## config.mk

```make
export PLATFORM = sky130hd
export DESIGN_NAME = fifo_detr
export DESIGN_NICKNAME = d
export VERILOG_FILES = /design/src/rtl/fifo_detr.sv
export SDC_FILE = /design/constraint.sdc
export NUM_CORES = 1
export LEC_CHECK = 0
export ABC_CLOCK_PERIOD_IN_PS = 1720
export CAP_MARGIN = 20
export CORE_ASPECT_RATIO = 1.1
export CORE_MARGIN = 1
export CORE_UTILIZATION = 46
export CTS_CLUSTER_DIAMETER = 100
export DETAILED_ROUTE_END_ITERATION = 8
export PLACE_DENSITY = 0.84
export SLEW_MARGIN = 20
export SYNTH_ARGS = -nofsm -noshare
export SYNTH_HDL_FRONTEND = slang
export SYNTH_SLANG_ARGS = --single-unit
```

## constraint.sdc

```tcl
create_clock -name clk -period 1.72 [get_ports clk]
set_input_delay 0.172 -clock clk [delete_from_list [all_inputs] [get_ports clk]]
set_output_delay 0.172 -clock clk [all_outputs]
set_load 0.03 [all_outputs]
```

## src/rtl/fifo_detr.sv

```systemverilog
// fifo_detr: serial-in/parallel-out collector that drops DELAY leading pads and assembles DEPTH elements.
// Optional pad check is built in when FIFO_DETR_PAD_CHECK_EN is defined; otherwise err is tied low.
module fifo_detr #(
    parameter int DEPTH = 8,
    parameter int BITS  = 8,
    parameter int DELAY = 0
) (
    input  logic                   clk,
    input  logic                   rst,
    input  logic [1:0]             ctl,
    input  logic signed [BITS-1:0] in,
    output logic signed [BITS-1:0] out [DEPTH-1:0],
    output logic                   valid,
    output logic                   done,
    output logic                   busy,
    output logic                   err
);
    localparam int MX = (DELAY > DEPTH) ? DELAY : DEPTH;
    localparam int CW = $clog2(MX + 1);
    localparam logic [CW-1:0] SKIP_LAST = CW'((DELAY > 0) ? DELAY - 1 : 0);
    localparam logic [CW-1:0] FILL_LAST = CW'(DEPTH - 1);
    typedef enum logic [1:0] {IDLE, SKIP, FILL, DONE} state_t;
    state_t        state;
    logic [CW-1:0] cnt;
    // capture FSM with registered status outputs; start wins in every state, 2'b11 is a plain hold
    always_ff @(posedge clk) begin
        if (rst) begin
            state <= IDLE;
            cnt   <= '0;
            out   <= '{default: '0};
            valid <= 1'b0;
            done  <= 1'b0;
            busy  <= 1'b0;
        end else begin
            done <= 1'b0;
            if (ctl == 2'b01) begin
                out   <= '{default: '0};
                valid <= 1'b0;
                cnt   <= '0;
                busy  <= 1'b1;
                state <= (DELAY > 0) ? SKIP : FILL;
            end else if (ctl == 2'b10) begin
                case (state)
                    SKIP: begin
                        cnt   <= (cnt == SKIP_LAST) ? '0 : cnt + 1'b1;
                        state <= (cnt == SKIP_LAST) ? FILL : SKIP;
                    end
                    FILL: begin
                        for (int i = 0; i < DEPTH - 1; i++) out[i] <= out[i+1];
                        out[DEPTH-1] <= in;
                        cnt <= cnt + 1'b1;
                        if (cnt == FILL_LAST) begin
                            state <= DONE;
                            valid <= 1'b1;
                            done  <= 1'b1;
                            busy  <= 1'b0;
                        end
                    end
                    default: ;
                endcase
            end
        end
    end
`ifdef FIFO_DETR_PAD_CHECK_EN
    // sticky flag for any non-zero element discarded as a pad; only rst clears it
    always_ff @(posedge clk) begin
        if (rst) err <= 1'b0;
        else if (ctl == 2'b10 && state == SKIP && in != '0) err <= 1'b1;
    end
`else
    assign err = 1'b0;
`endif
endmodule

```

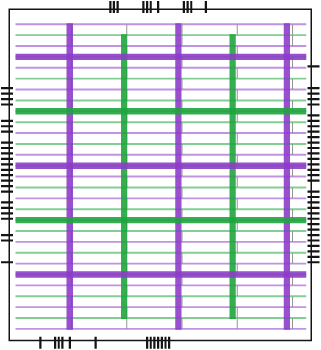
(images/floorplan.png)
(4 px per um) Pins as bars on the die edge. Tap cells in grey.
| colour | net |
|---|---|
| purple | VSS |
| green | VDD |
met4 straps: 5
rows: 28
met5 straps: 5
signal pins: 80

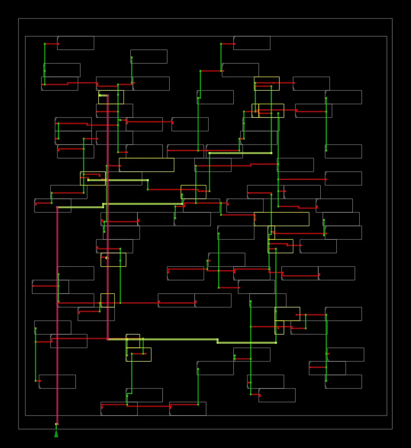
(images/clock_nets.png)
skew final: 0.009752 ns
clock buf count: 11
Flops: 73
Clock Latency Late Sink: 0.35 ns
clock sink total: 73

==> flow_summary_export.csv <==
group,metric,value,unit
worst_setup_path,cp-start-kind,"register",
logic_synthesis,yosysUniqueCellTypes,30,
final_layout,nets,432,
logic_synthesis,synthesis.instances,337,
routing,route.detailed.drc,0,
routing,dr.first_iter.drc_count,159,
worst_setup_path,worstPathArrival,1.87,ns
global_routing,grt_pass1_wl,10.10,mm
final_timing,finalWorstPathRequiredPeriod,1.644,ns
final_layout,n_fill_cell,473,
floorplanning,dieArea,0.006195,sq mm
cts,cts_resized,0,
logic_synthesis,area_leaders,"dfxtp_1 54%, nand2_1 18%, a21oi_1 13%",
routing,ant_nets,0,
outcome,status,"completed",
place,portBuffers,78,
logic_synthesis,ys_async_sr_fraction,0,%
final_layout,final_util,69.17,%
run,cap_violations,0,
cts,hold_buffers,0,
cts,cts_max_path_buffers,2,
logic_synthesis,edf_count,0,
cts,post_cts_buffers,0,
routing,num_vias,2458,
place,dp_hpwl,4.246,mm
cts,clock-root-buffer,"clkbuf_8",
power_and_ir_drop,power.density,855.2,mW/mm^2
final_timing,rsz0062_at_grt,"no",
floorplanning,chipHeight,82.45,um
worst_setup_path,cp.required,1.95,ns
worst_setup_path,crit_fanout,6,
final_timing,setup_slack,0.07559,ns
floorplanning,rows,28,
power_and_ir_drop,vdd_ir_drop_max,625.8,uV
logic_synthesis,syn_area,0.002706,sq mm
logic_synthesis,ys.flop_type,"dfxtp_1",
logic_synthesis,yosys_warnings,0,
logic_synthesis,compound_area_share,14.66,%
logic_synthesis,synth_top_cell_by_area,"dfxtp_1",
logic_synthesis,top_cell_area_share,54.00,%
floorplanning,io_pins,80,
logic_synthesis,avgSynthCellArea,8.031,sq um
logic_synthesis,synth_flops,73,
final_timing,max_freq,608.1,MHz
global_routing,grt_max_degree,42,
place,dp_worst_setup_slack,-0.04295,ns
place,place_congestion,0.8213,
global_routing,antenna_found_initial,0,
logic_synthesis,common_cells,"130 x nand2_1, 73 x dfxtp_1, 69 x a21oi_1, 13 x buf_2, 9 x clkbuf_1",
run,tool_warnings,29,
worst_setup_path,path_class,"reg2reg",
final_timing,finalMaxSlewViolations,0,
logic_synthesis,top_cell,"nand2_1",
floorplanning,fp_util,48.89,%
routing,dr.pass1.iters,4,
worst_setup_path,r2r_slack,0.08,ns
final_layout,layout_top_cells,"130 x nand2_1, 78 x clkdlybuf4s50_1, 73 x dfxtp_1, 69 x a21oi_1, 9 x clkbuf_8",
logic_synthesis,synthAdderAreaFrac,2.774,%
cts,clk_pin_slew_worst_paths,0.07,ns
logic_synthesis,netlist_logic_family_top,"simple AND/OR/NAND/NOR gates",
global_routing,first_global_vias,2275,
global_routing,overflow,0,
floorplanning,core_region_area,0.005535,sq mm
hold_path,hp-class,"in2reg",
floorplanning,dieWidth,75.14,um
logic_synthesis,ys_sh_xor,0,%
logic_synthesis,ys_cells,337,
cts,htreeDepth,3,
logic_synthesis,ys_chip_area,0.002706,sq mm
logic_synthesis,postSynthSeqShare,54.00,%
routing,drt-total-wl,6.330,mm
cts,cts_tree,"built",
worst_setup_path,end_kind,"register",
routing,wl_per_cell,12.81,um
final_timing,hold_viol_final,0,
final_timing,finalClockPeriodUsage,95.61,%
final_layout,final_layout_size_suffix_gt1_share,7.399,%
logic_synthesis,synth.net_count,355,
final_timing,setup_viol,0,
[critical path, cell delays in order, from the launching register on]
cell and delay [ns]:
dfxtp_1 0.34, inv_1 0.06, ha_1 0.26, and4b_1 0.25, o2111a_1 0.26, a2111oi_1 0.36
[report_power, final]
group	internal [W]	leakage (nW)	switching [W]
clock network	0.000815	0.0995	0.000620
registers	0.00169	0.588	0.00000270
logic	0.0000623	0.574	0.0000805
total	0.00257	1.26	0.000704
[per-layer routing]
layer	vias up	track usage, %	part of all wire [%]	wire (um)
li1	1241	-	-	-
met1	1134	25.66	43	2752
met2	77	35.95	48	3046
met3	6	6.675	6.9	438
met4	0	10.56	1.5	92
met5	-	0	0	0
[sequential cells by signal, summed over array words and instances (netlist names)]
register / flops
state: 2
valid: 1
cnt: 4
done: 1
busy: 1
out: 64
[final cells by class]
type                       instances  area [sq um]  share of cell area (%)
clock buffer                      11         131.4                   3.431
clock inverter                     5         80.08                   2.092
inverter                           8         30.03                  0.7843
multi-input combinational        232          1099                   28.69
sequential                        73          1461                   38.17
tap                               75         93.84                   2.451
timing repair buffer              90         933.4                   24.38
[worst paths after layout]
check / depth (start not counted) / end / start
worst max register to register: 5 / state[1] / state[0]
worst min-delay path: 3 / out[58] / in[2]
worst min register to register: 2 / out[3] / out[3]
worst max-delay path: 5 / state[1] / state[0]
[metrics by stage]
stage	total power [W]	hold slack (ns)	std cells	setup TNS (ns)	cell area, sq um
after floorplan	0.001812	0.2448	337	0	2706
after global placement	0.001875	0.4404	478	0	3617
after detailed placement	0.001878	0.4467	478	-0.05829	3617
after CTS	0.003299	0.3642	494	0	3829
after global routing	0.003381	0.3875	494	0	3829
final	0.003274	0.3742	494	0	3829
Power figures rest on the tool's default switching activity, not on a simulated workload.
